run_1/placement_by_type.png
Scale: 3 px per um.
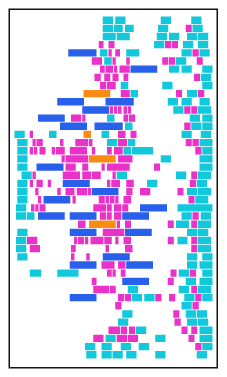
run_1/placement.png
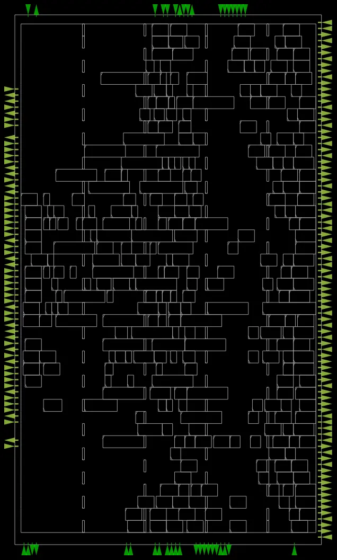
run_1/clk_routes.png
Scale: 3 px per um.
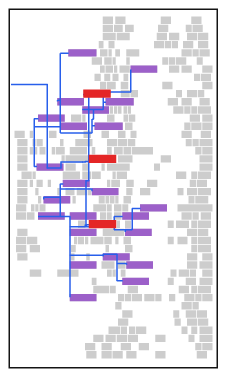
## src/rtl/mem_port_arbiter_pkg.sv

```systemverilog
// Shared types for the slave-0 memory port arbiter: FSM states, grant side and
// the size-to-step mapping used by the burst address generator.
package mem_port_arbiter_pkg;

  typedef enum logic [1:0] {
    StIdle   = 2'd0,
    StRd     = 2'd1,
    StWr     = 2'd2,
    StWrWait = 2'd3
  } arb_state_e;

  typedef enum logic {
    GrantRd = 1'b0,
    GrantWr = 1'b1
  } grant_side_e;

  localparam int unsigned StepWidth = 3;

  localparam logic [StepWidth-1:0] StepSize0 = 3'd1;
  localparam logic [StepWidth-1:0] StepSize1 = 3'd2;
  localparam logic [StepWidth-1:0] StepSize2 = 3'd4;

  // Size code 3 is treated like size 2 (step of 4 words).
  function automatic logic [StepWidth-1:0] size_to_step(input logic [1:0] size);
    logic [StepWidth-1:0] step;
    case (size)
      2'd0:    step = StepSize0;
      2'd1:    step = StepSize1;
      default: step = StepSize2;
    endcase
    return step;
  endfunction

endpackage

```

## src/rtl/mem_port_arbiter_addr_gen.sv

```systemverilog
// Burst address generator shared by the read and write sides; only one burst is
// ever active, so a single set of addr/cnt/len/step registers suffices.
module burst_addr_gen
  import mem_port_arbiter_pkg::*;
#(
  parameter int unsigned ADDR_WIDTH = 7,
  parameter int unsigned LEN_WIDTH  = 4
) (
  input  logic                  clk,
  input  logic                  clr,
  input  logic                  i_load,
  input  logic [ADDR_WIDTH-1:0] i_addr,
  input  logic [LEN_WIDTH-1:0]  i_len,
  input  logic [1:0]            i_size,
  input  logic                  i_advance,
  output logic [ADDR_WIDTH-1:0] o_addr,
  output logic                  o_last
);

  logic [ADDR_WIDTH-1:0] r_addr;
  logic [LEN_WIDTH-1:0]  r_cnt;
  logic [LEN_WIDTH-1:0]  r_len;
  logic [StepWidth-1:0]  r_step;
  logic [ADDR_WIDTH-1:0] w_step_ext;

  assign w_step_ext = ADDR_WIDTH'(r_step);

  // Address wraps modulo 2^ADDR_WIDTH through natural overflow.
  always_ff @(posedge clk or posedge clr) begin
    if (clr) begin
      r_addr <= '0;
      r_cnt  <= '0;
      r_len  <= '0;
      r_step <= '0;
    end else if (i_load) begin
      r_addr <= i_addr;
      r_cnt  <= '0;
      r_len  <= i_len;
      r_step <= size_to_step(i_size);
    end else if (i_advance) begin
      r_addr <= r_addr + w_step_ext;
      r_cnt  <= r_cnt + 1'b1;
    end
  end

  assign o_addr = r_addr;
  assign o_last = (r_cnt == r_len);

endmodule

```

## src/rtl/mem_port_arbiter.sv

```systemverilog
// Arbitrates the single-port slave-0 memory between the master-0 read and write
// channels, alternating grants under contention and sequencing whole bursts.
module mem_port_arbiter
  import mem_port_arbiter_pkg::*;
#(
  parameter int unsigned ADDR_WIDTH = 7,
  parameter int unsigned DATA_WIDTH = 32,
  parameter int unsigned LEN_WIDTH  = 4
) (
  input  logic                  clk,
  input  logic                  clr,
  input  logic                  rd_req,
  input  logic [ADDR_WIDTH-1:0] rd_addr,
  input  logic [LEN_WIDTH-1:0]  rd_len,
  input  logic [1:0]            rd_size,
  output logic                  rd_grant,
  output logic [DATA_WIDTH-1:0] rd_data,
  output logic                  rd_valid,
  output logic                  rd_last,
  input  logic                  wr_req,
  input  logic [ADDR_WIDTH-1:0] wr_addr,
  input  logic [LEN_WIDTH-1:0]  wr_len,
  input  logic [1:0]            wr_size,
  output logic                  wr_grant,
  input  logic [DATA_WIDTH-1:0] wr_wdata,
  input  logic                  wr_wvalid,
  output logic                  wr_wready,
  output logic                  wr_done,
  output logic                  mem_cs,
  output logic                  mem_we,
  output logic [ADDR_WIDTH-1:0] mem_raddr,
  output logic [ADDR_WIDTH-1:0] mem_waddr,
  output logic [DATA_WIDTH-1:0] mem_wdata,
  input  logic [DATA_WIDTH-1:0] mem_rdata,
  input  logic                  mem_wfinish
);

  arb_state_e  r_state;
  arb_state_e  w_state_next;
  grant_side_e r_last_grant;
  grant_side_e w_last_grant_next;
  logic        r_rd_valid;
  logic        r_rd_last;

  logic                  w_grant_rd;
  logic                  w_grant_wr;
  logic                  w_load;
  logic                  w_advance;
  logic                  w_last;
  logic [ADDR_WIDTH-1:0] w_addr;
  logic [ADDR_WIDTH-1:0] w_ld_addr;
  logic [LEN_WIDTH-1:0]  w_ld_len;
  logic [1:0]            w_ld_size;

  // Grants are held off while clr is asserted so every output reads 0 in reset.
  always_comb begin
    w_grant_rd = 1'b0;
    w_grant_wr = 1'b0;
    if (r_state == StIdle && !clr) begin
      if (rd_req && (!wr_req || r_last_grant == GrantWr)) begin
        w_grant_rd = 1'b1;
      end else if (wr_req) begin
        w_grant_wr = 1'b1;
      end
    end
  end

  assign w_load    = w_grant_rd | w_grant_wr;
  assign w_ld_addr = w_grant_rd ? rd_addr : wr_addr;
  assign w_ld_len  = w_grant_rd ? rd_len  : wr_len;
  assign w_ld_size = w_grant_rd ? rd_size : wr_size;

  burst_addr_gen #(
    .ADDR_WIDTH (ADDR_WIDTH),
    .LEN_WIDTH  (LEN_WIDTH)
  ) u_addr_gen (
    .clk       (clk),
    .clr       (clr),
    .i_load    (w_load),
    .i_addr    (w_ld_addr),
    .i_len     (w_ld_len),
    .i_size    (w_ld_size),
    .i_advance (w_advance),
    .o_addr    (w_addr),
    .o_last    (w_last)
  );

  always_comb begin
    w_state_next      = r_state;
    w_last_grant_next = r_last_grant;
    w_advance         = 1'b0;
    mem_cs            = 1'b0;
    mem_we            = 1'b0;
    mem_raddr         = '0;
    mem_waddr         = '0;
    mem_wdata         = '0;
    wr_wready         = 1'b0;
    wr_done           = 1'b0;
    case (r_state)
      StIdle: begin
        if (w_grant_rd) begin
          w_state_next      = StRd;
          w_last_grant_next = GrantRd;
        end else if (w_grant_wr) begin
          w_state_next      = StWr;
          w_last_grant_next = GrantWr;
        end
      end
      StRd: begin
        mem_cs    = 1'b1;
        mem_raddr = w_addr;
        w_advance = 1'b1;
        if (w_last) begin
          w_state_next = StIdle;
        end
      end
      StWr: begin
        wr_wready = 1'b1;
        if (wr_wvalid) begin
          mem_we       = 1'b1;
          mem_waddr    = w_addr;
          mem_wdata    = wr_wdata;
          w_state_next = StWrWait;
        end
      end
      StWrWait: begin
        if (mem_wfinish) begin
          if (w_last) begin
            wr_done      = 1'b1;
            w_state_next = StIdle;
          end else begin
            w_advance    = 1'b1;
            w_state_next = StWr;
          end
        end
      end
      default: begin
        w_state_next = StIdle;
      end
    endcase
  end

  // Read return pipeline runs regardless of state, so a write may start while
  // the final read beat is still coming back.
  always_ff @(posedge clk or posedge clr) begin
    if (clr) begin
      r_state      <= StIdle;
      r_last_grant <= GrantWr;
      r_rd_valid   <= 1'b0;
      r_rd_last    <= 1'b0;
    end else begin
      r_state      <= w_state_next;
      r_last_grant <= w_last_grant_next;
      r_rd_valid   <= mem_cs;
      r_rd_last    <= mem_cs & w_last;
    end
  end

  assign rd_grant = w_grant_rd;
  assign wr_grant = w_grant_wr;
  assign rd_valid = r_rd_valid;
  assign rd_last  = r_rd_last;
  assign rd_data  = mem_rdata;

endmodule

```

## config.mk

```make
export PLATFORM = sky130hd
export DESIGN_NAME = mem_port_arbiter
export DESIGN_NICKNAME = d
export VERILOG_FILES = /design/src/rtl/mem_port_arbiter_pkg.sv /design/src/rtl/mem_port_arbiter_addr_gen.sv /design/src/rtl/mem_port_arbiter.sv
export SDC_FILE = /design/constraint.sdc
export NUM_CORES = 1
export LEC_CHECK = 0
export CAP_MARGIN = 20
export CORE_ASPECT_RATIO = 1.75
export CORE_UTILIZATION = 25
export DETAILED_ROUTE_END_ITERATION = 16
export PLACE_DENSITY = 0.72
export SETUP_SLACK_MARGIN = 0.5
export SYNTH_ARGS = -nofsm -noshare
export SYNTH_HDL_FRONTEND = slang
export SYNTH_SLANG_ARGS = --single-unit
```

## constraint.sdc

```tcl
create_clock -name clk -period 3 [get_ports clk]
set_clock_uncertainty 0.05 [all_clocks]
set_input_delay 0.6 -clock clk [delete_from_list [all_inputs] [get_ports clk]]
set_output_delay 0.6 -clock clk [all_outputs]
set_load 0.01 [all_outputs]
```

==> results.txt, run 1 <==
flow finished, numbers: Non-clk invs 6, Synth area leader dfrtp_1, crit end category output pin, met3 WL 638 um, Cells after DPL 400, # IOs 182, Comb. pwr 0.00127 W, vias after detailed routing 2,004, Longest Clk Path Bufs 2, Top Consumer combinational logic, Power Density 677 mW/mm^2, Reg2Reg Depth 8, crit path max fanout 6, number of enable flip-flop cells 0, GPL Wtd Cong 0.747, status finished clean, RSZ-0062 raised after global routing yes, Comb pwr share 58.1%, Area leader share 28.2%, yosys cell count 234, H-Tree Depth 1, Synth async-reset ratio 100%, grt total ovfl 0, WP data required 2350 ps, WP buf/inv 3, Max Cap Viol 0, CTS Hold Buffers Added 0, register area 579 um^2, met2 Use GR 29.4%, logic area 0.00106 mm^2, GRT Util Overall 15.8%, Reg clk slew, reported paths 70 ps, Synth Area in Compound Gates 12.3%, Leading cell kind non-clock buffers, cell family with most CP delay buffers and inverters, CP startpoint r_state[0], DR pass1 iterations 4, Yosys chip area 0.00196 mm^2, setup_tns 0 ps, critical path capture point rd_grant, Max Slew Vio Count 0, Crit. path cell count 5, fin util 42.7%, Dominant combinational family simple AND/OR/NAND/NOR gates, Num Clock Sinks 23, die area 0.00819 mm^2, flip-flops 23, Antenna diodes 0, layout cells sized above 1 9.97%, total net switching power 0.000856 W, WHS Endpoint u_addr_gen.r_step[0], Seq group 0.000618 W, final WL 6470 um, Tool Warnings 28, Min-Delay Path Class reg -> reg
Back to the opening pictures, placement_by_type.png:
| colour | class | cells |
|---|---|---|
| orange | clock drivers and dummy loads | 4 |
| blue | sequential cells | 23 |
| magenta | combinational and other logic | 163 |
| cyan | remaining buffers and delay cells | 131 |

Back to the opening pictures, placement.png:
register share of the cell area: 17.9%
total core area: 0.00757 mm^2
post-route insts no fill: 409
Site Rows: 42
Tapcells: 88

Back to the opening pictures, clk_routes.png:
[purple] flip-flops | count: 23
[red] clock drivers | count: 3
[blue] clock wires | length: 350 um
routed clock nets: 4
clk ins delay skew pair: 260 ps
clk pwr: 0.000300 W

run_1/flops_by_reg.png
Scale: 3 px per um. Other sequential cells in the stronger grey, the rest of the logic in the fainter grey.
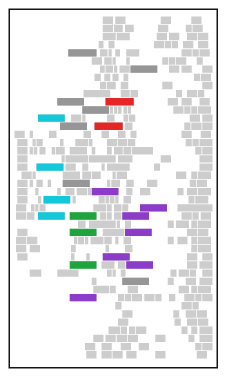

## Run 2: what changed since run 1
- clock period: 3 -> 2.3 ns (I/O delays scaled with it)
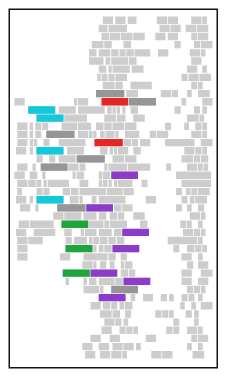
run_2/flops_by_reg.png
Scale: 3 px per um. Other sequential cells in the stronger grey, the rest of the logic in the fainter grey.
| colour | netlist name | flops |
|---|---|---|
| purple | u_addr_gen.o_addr | 7 |
| cyan | u_addr_gen.r_len | 4 |
| red | r_state | 2 |
| green | u_addr_gen.r_step | 3 |

==> run 2 against run 1 <==
  * Largest power group unchanged
  * Clock-buffer cell count is 1 higher
  * Utilization grew 4.8 points
  * Cell area grew 11%
  * Combinational power rose by about 80%
  * Non-clock buffer count rose by 38
  * Register-to-register slack worse by 520 ps
  * Clock power grew 27%
  * Global-route usage rose by 2.7 points
  * Critical path depth rose by 1
  * Synthesized cell count did not move
  * Worst setup slack lost 200 ps
  * Sequential power grew 33%
==> results.txt, run 2 <==
flow finished, numbers: Longest Clk Path Bufs 2, fin util 47.5%, Max Cap Viol 0, total net switching power 0.00138 W, Non-clk invs 6, final WL 7770 um, Tapcells 88, Num Clock Sinks 23, crit path max fanout 3, # IOs 182, Comb pwr share 65.6%, Synth async-reset ratio 100%, WP data required 1790 ps, Synth Area in Compound Gates 12.3%, H-Tree Depth 1, Max Slew Vio Count 0, crit end category output pin, clk ins delay skew pair 260 ps, setup_tns 0 ps, GRT Util Overall 18.4%, Crit. path cell count 6, Reg2Reg Depth 10, grt total ovfl 0, logic area 0.00126 mm^2, Min-Delay Path Class reg -> reg, Cells after DPL 409, Top Consumer combinational logic, WHS Endpoint u_addr_gen.r_step[0], RSZ-0062 raised after global routing yes, Site Rows 42, Leading cell kind non-clock buffers, WP buf/inv 4, Comb. pwr 0.00229 W, clk pwr 0.000382 W, GPL Wtd Cong 0.838, post-route insts no fill 447, met3 WL 646 um, Power Density 971 mW/mm^2, Tool Warnings 28, total core area 0.00757 mm^2, register area 582 um^2, status finished clean, Area leader share 28.2%
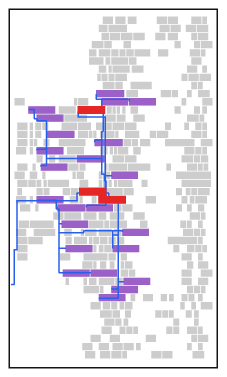
run_2/clk_routes.png
Scale: 3 px per um.
[blue] clock wires | length: 330 um
[purple] flip-flops | count: 23
[red] clock drivers | count: 3
routed clock nets: 4

No activity file was given, so power comes from the tool's default toggle rates.
